File: config.mk
export PLATFORM = sky130hd
export DESIGN_NAME = state_histogram_flat
export DESIGN_NICKNAME = d
export VERILOG_FILES = /design/src/rtl/state_histogram_if.sv /design/src/rtl/state_histogram.sv /design/src/flat_wrapper.sv
export SDC_FILE = /design/constraint.sdc
export NUM_CORES = 2
export LEC_CHECK = 0
export CAP_MARGIN = 20
export CORE_ASPECT_RATIO = 1.75
export CORE_MARGIN = 2
export CORE_UTILIZATION = 60
export CTS_CLUSTER_SIZE = 28
export DETAILED_ROUTE_END_ITERATION = 12
export PLACE_DENSITY = 0.74
export SETUP_SLACK_MARGIN = 0.2
export SLEW_MARGIN = 20
export SYNTH_ARGS = -nofsm -noshare
export SYNTH_HDL_FRONTEND = slang
export SYNTH_SLANG_ARGS = --single-unit
File: constraint.sdc
create_clock -name clk -period 4.35 [get_ports clk]
set_clock_uncertainty 0.1 [all_clocks]
set_input_delay 0.87 -clock clk [delete_from_list [all_inputs] [get_ports clk]]
set_output_delay 0.87 -clock clk [all_outputs]
set_load 0.02 [all_outputs]
File: src/rtl/state_histogram_if.sv
// Control, configuration, readout and status bundle for state_histogram.
// master drives the run controls and the p-bit vector; slave is the histogram.
interface state_histogram_if #(
    parameter int STATE_W = 5,
    parameter int CNT_W   = 16,
    parameter int NS_W    = 20
);
    logic [STATE_W-1:0] state_in;
    logic               start;
    logic               stop;
    logic [7:0]         decim;
    logic [NS_W-1:0]    num_samples;
    logic [STATE_W-1:0] rd_addr;
    logic [CNT_W-1:0]   rd_data;
    logic               busy;
    logic               done;
    logic               sat;
    logic [NS_W-1:0]    samples_taken;

    modport master (
        output state_in, start, stop, decim, num_samples, rd_addr,
        input  rd_data, busy, done, sat, samples_taken
    );

    modport slave (
        input  state_in, start, stop, decim, num_samples, rd_addr,
        output rd_data, busy, done, sat, samples_taken
    );
endinterface

File: src/rtl/state_histogram.sv
// Histogram of a p-bit state vector: every decim+1 cycles during a run the
// (twice re-registered) state selects one of 2^STATE_W saturating bin counters.
// Bins are readable through a registered port while no run is active.
module state_histogram #(
    parameter int STATE_W = 5,
    parameter int CNT_W   = 16,
    parameter int NS_W    = 20
) (
    input logic                clk,
    input logic                rst,
    state_histogram_if.slave   bus
);
    localparam int               NBINS   = 1 << STATE_W;
    localparam logic [CNT_W-1:0] CNT_MAX = '1;

    typedef enum logic [1:0] {StIdle, StRun, StDone} state_e;

    state_e             state_q, state_d;
    logic [STATE_W-1:0] s1_q, s2_q;
    logic [7:0]         decim_q, dcnt_q;
    logic [NS_W-1:0]    num_q, taken_q;
    logic               sat_q, done_q;
    logic [CNT_W-1:0]   rd_data_q;
    logic [CNT_W-1:0]   bin_q [NBINS];

    logic start_acc;  // accepted start: clear bins/status and latch config
    logic sample_en;  // bin s2 this edge
    logic done_d;

    // State register
    always_ff @(posedge clk) begin
        if (rst) state_q <= StIdle;
        else     state_q <= state_d;
    end

    // Next-state and per-edge strobes; stop wins over start and sampling
    always_comb begin
        state_d   = state_q;
        start_acc = 1'b0;
        sample_en = 1'b0;
        done_d    = 1'b0;
        unique case (state_q)
            StIdle, StDone: begin
                if (bus.start) begin
                    start_acc = 1'b1;
                    if (bus.num_samples != '0) begin
                        state_d = StRun;
                    end else begin
                        state_d = StDone;
                        done_d  = 1'b1;
                    end
                end
            end
            StRun: begin
                if (bus.stop) begin
                    state_d = StDone;
                    done_d  = 1'b1;
                end else if (dcnt_q == decim_q) begin
                    sample_en = 1'b1;
                    if (taken_q + NS_W'(1) == num_q) begin
                        state_d = StDone;
                        done_d  = 1'b1;
                    end
                end
            end
            default: state_d = StIdle;
        endcase
    end

    // Two-stage capture of the state vector, which arrives from other clock phases
    always_ff @(posedge clk) begin
        if (rst) begin
            s1_q <= '0;
            s2_q <= '0;
        end else begin
            s1_q <= bus.state_in;
            s2_q <= s1_q;
        end
    end

    // Run configuration, decimation counter and sample count
    always_ff @(posedge clk) begin
        if (rst) begin
            decim_q <= '0;
            num_q   <= '0;
            dcnt_q  <= '0;
            taken_q <= '0;
        end else if (start_acc) begin
            decim_q <= bus.decim;
            num_q   <= bus.num_samples;
            dcnt_q  <= '0;
            taken_q <= '0;
        end else if (state_q == StRun && !bus.stop) begin
            if (sample_en) begin
                dcnt_q  <= '0;
                taken_q <= taken_q + NS_W'(1);
            end else begin
                dcnt_q <= dcnt_q + 8'd1;
            end
        end
    end

    // Saturating bin counters
    always_ff @(posedge clk) begin
        for (int i = 0; i < NBINS; i++) begin
            if (rst || start_acc) begin
                bin_q[i] <= '0;
            end else if (sample_en && s2_q == STATE_W'(i) && bin_q[i] != CNT_MAX) begin
                bin_q[i] <= bin_q[i] + CNT_W'(1);
            end
        end
    end

    // Sticky saturation flag and one-cycle done pulse
    always_ff @(posedge clk) begin
        if (rst) begin
            sat_q  <= 1'b0;
            done_q <= 1'b0;
        end else begin
            done_q <= done_d;
            if (start_acc) sat_q <= 1'b0;
            else if (sample_en && bin_q[s2_q] == CNT_MAX) sat_q <= 1'b1;
        end
    end

    // Registered readout, forced to zero while a run is active
    always_ff @(posedge clk) begin
        if (rst || state_q == StRun) rd_data_q <= '0;
        else                         rd_data_q <= bin_q[bus.rd_addr];
    end

    assign bus.busy          = (state_q == StRun);
    assign bus.done          = done_q;
    assign bus.sat           = sat_q;
    assign bus.samples_taken = taken_q;
    assign bus.rd_data       = rd_data_q;
endmodule

File: src/flat_wrapper.sv
// flat-port wrapper written by rule: the top's interface ports become plain ports
module state_histogram_flat 
#(
    parameter int STATE_W = 5,
    parameter int CNT_W   = 16,
    parameter int NS_W    = 20
)
  (clk, rst, bus_state_in, bus_start, bus_stop, bus_decim, bus_num_samples, bus_rd_addr, bus_rd_data, bus_busy, bus_done, bus_sat, bus_samples_taken);
  state_histogram_if #(.STATE_W(STATE_W), .CNT_W(CNT_W), .NS_W(NS_W)) bus_i ();
  input logic clk;
  input logic rst;
  input wire logic [$bits(bus_i.state_in)-1:0] bus_state_in;
  input wire logic [$bits(bus_i.start)-1:0] bus_start;
  input wire logic [$bits(bus_i.stop)-1:0] bus_stop;
  input wire logic [$bits(bus_i.decim)-1:0] bus_decim;
  input wire logic [$bits(bus_i.num_samples)-1:0] bus_num_samples;
  input wire logic [$bits(bus_i.rd_addr)-1:0] bus_rd_addr;
  output wire logic [$bits(bus_i.rd_data)-1:0] bus_rd_data;
  output wire logic [$bits(bus_i.busy)-1:0] bus_busy;
  output wire logic [$bits(bus_i.done)-1:0] bus_done;
  output wire logic [$bits(bus_i.sat)-1:0] bus_sat;
  output wire logic [$bits(bus_i.samples_taken)-1:0] bus_samples_taken;
  assign bus_i.state_in = bus_state_in;
  assign bus_i.start = bus_start;
  assign bus_i.stop = bus_stop;
  assign bus_i.decim = bus_decim;
  assign bus_i.num_samples = bus_num_samples;
  assign bus_i.rd_addr = bus_rd_addr;
  assign bus_rd_data = bus_i.rd_data;
  assign bus_busy = bus_i.busy;
  assign bus_done = bus_i.done;
  assign bus_sat = bus_i.sat;
  assign bus_samples_taken = bus_i.samples_taken;
  state_histogram #(.STATE_W(STATE_W), .CNT_W(CNT_W), .NS_W(NS_W)) u_core (.clk(clk), .rst(rst), .bus(bus_i));
endmodule
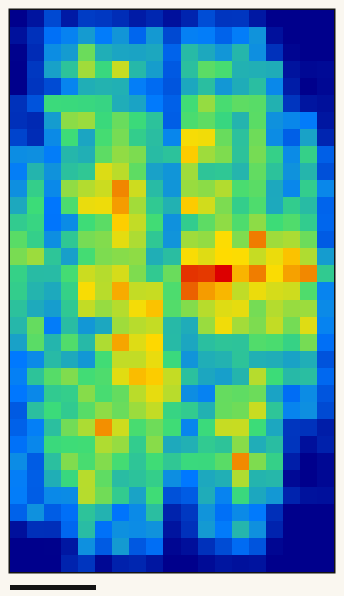
(wiring heat map)
Bar = 50 µm. 19 x 33 tiles, from dark blue (low) to red (high), scaled to the fullest tile. Values are wire area over tile area, all layers added.
tiles over half the peak: 34%
densest ninth of the die: centre
nearly empty tiles: 7.3%
drt wl/cell: 26.2 µm
vias: 28,300
GRT Total Usage: 36.3%
Post-Route WL: 112 mm

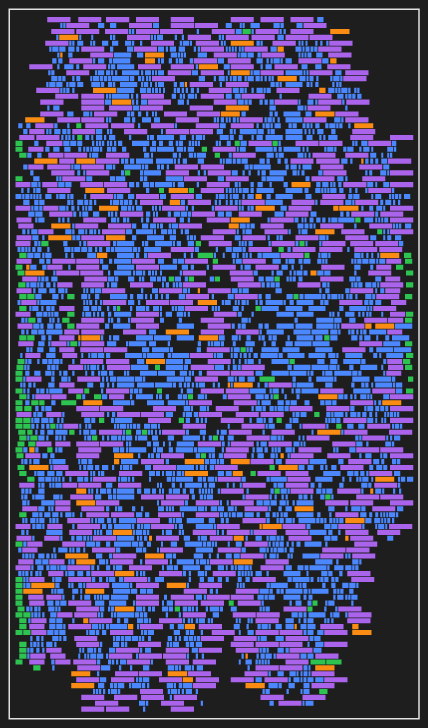
(cell classes on the final placement)
legend:
  green:
    class: remaining buffers and delay cells
    cells: 140
    share_of_their_area: 3.4%
  orange:
    class: clock drivers and dummy loads
    cells: 103
    share_of_their_area: 5.3%
  purple:
    class: sequential cells
    cells: 598
    share_of_their_area: 44%
  blue:
    class: combinational and other logic
    cells: 2,650
    share_of_their_area: 47%

==> results.cfg <==
; implementation run metrics
[min_path]
whs_path_depth = 1
hold_path.class = reg2reg
hold_start = u_core.s1_q[2]

[critical_path]
required_ns = 4.71
crit_type = reg2reg
reg2regPathDepth = 5
startpoint = u_core.s2_q[2]
cp_slowest_cell = nor2_1
reg2reg_to = u_core.bin_q[4][2]

[pwr]
irDropWorstVdd_mv = 0.498
finalPower_w = 0.0139

[global_routing]
use_met3_pct = 7.17

[die]
core-area_um2 = 59100
pin_count = 81

[layout]
logic_area_um2 = 17800
finalInstanceArea_um2 = 39400
nFillCells = 4493
buffer_area_share_pct = 3.32
area_growth_pct = 10.4

[sta]
finalSetupViolations = 0
final_max_slew_viol_count = 0

[logic_synthesis]
synth.distinct_cells = 73
largest_area_cell = edfxtp_1
synth_warnings = 0
yosys_cells = 3384
syn-mean-instance-area_um2 = 10.6
synth_flops = 598
top_area_share_pct = 43.0
synth_nets = 3460

[placed_design]
place_area_um2 = 37400
port_buffers = 80

[detailed_routing]
via_per_inst = 6.62
first_iter_violations = 2898

[outcome]
status = finished clean

[job]
warnings = 26

[cts]
cts-buffers-inserted = 55
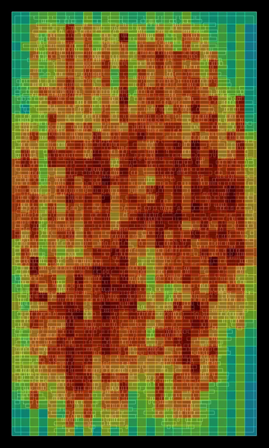
(routing congestion map)
grt met2 use: 61.6%
GRT Max-Usage Layer: met2

-- critical path, delay by kind of cell (launching register included) --
family	cells	cell delay, ns
simple gates	4	2.28
buf+inv	1	0.31
flops	1	0.75
-- power breakdown --
group | internal, W | switching, W | total (W)
logic | 0.000568 | 0.000729 | 0.00130
registers | 0.00655 | 0.000536 | 0.00708
clock network | 0.00322 | 0.00231 | 0.00553
-- sequential cells by signal, indices dropped and copies added, names as in the netlist, 2 cells and up --
signal	cells
u_core.bus.samples_taken	20
u_core.dcnt_q	8
u_core.state_q	2
u_core.decim_q	8
u_core.bus.rd_data	16
u_core.s2_q	5
u_core.s1_q	5
u_core.bin_q	512
u_core.num_q	20
-- layer usage --
layer	routed length [µm]	vias up
met2	55000	1721
met4	13600	0
met5	0	-
met3	9800	552
met1	33500	13700
li1	-	12300
Power is estimated from default activity; no workload was simulated.
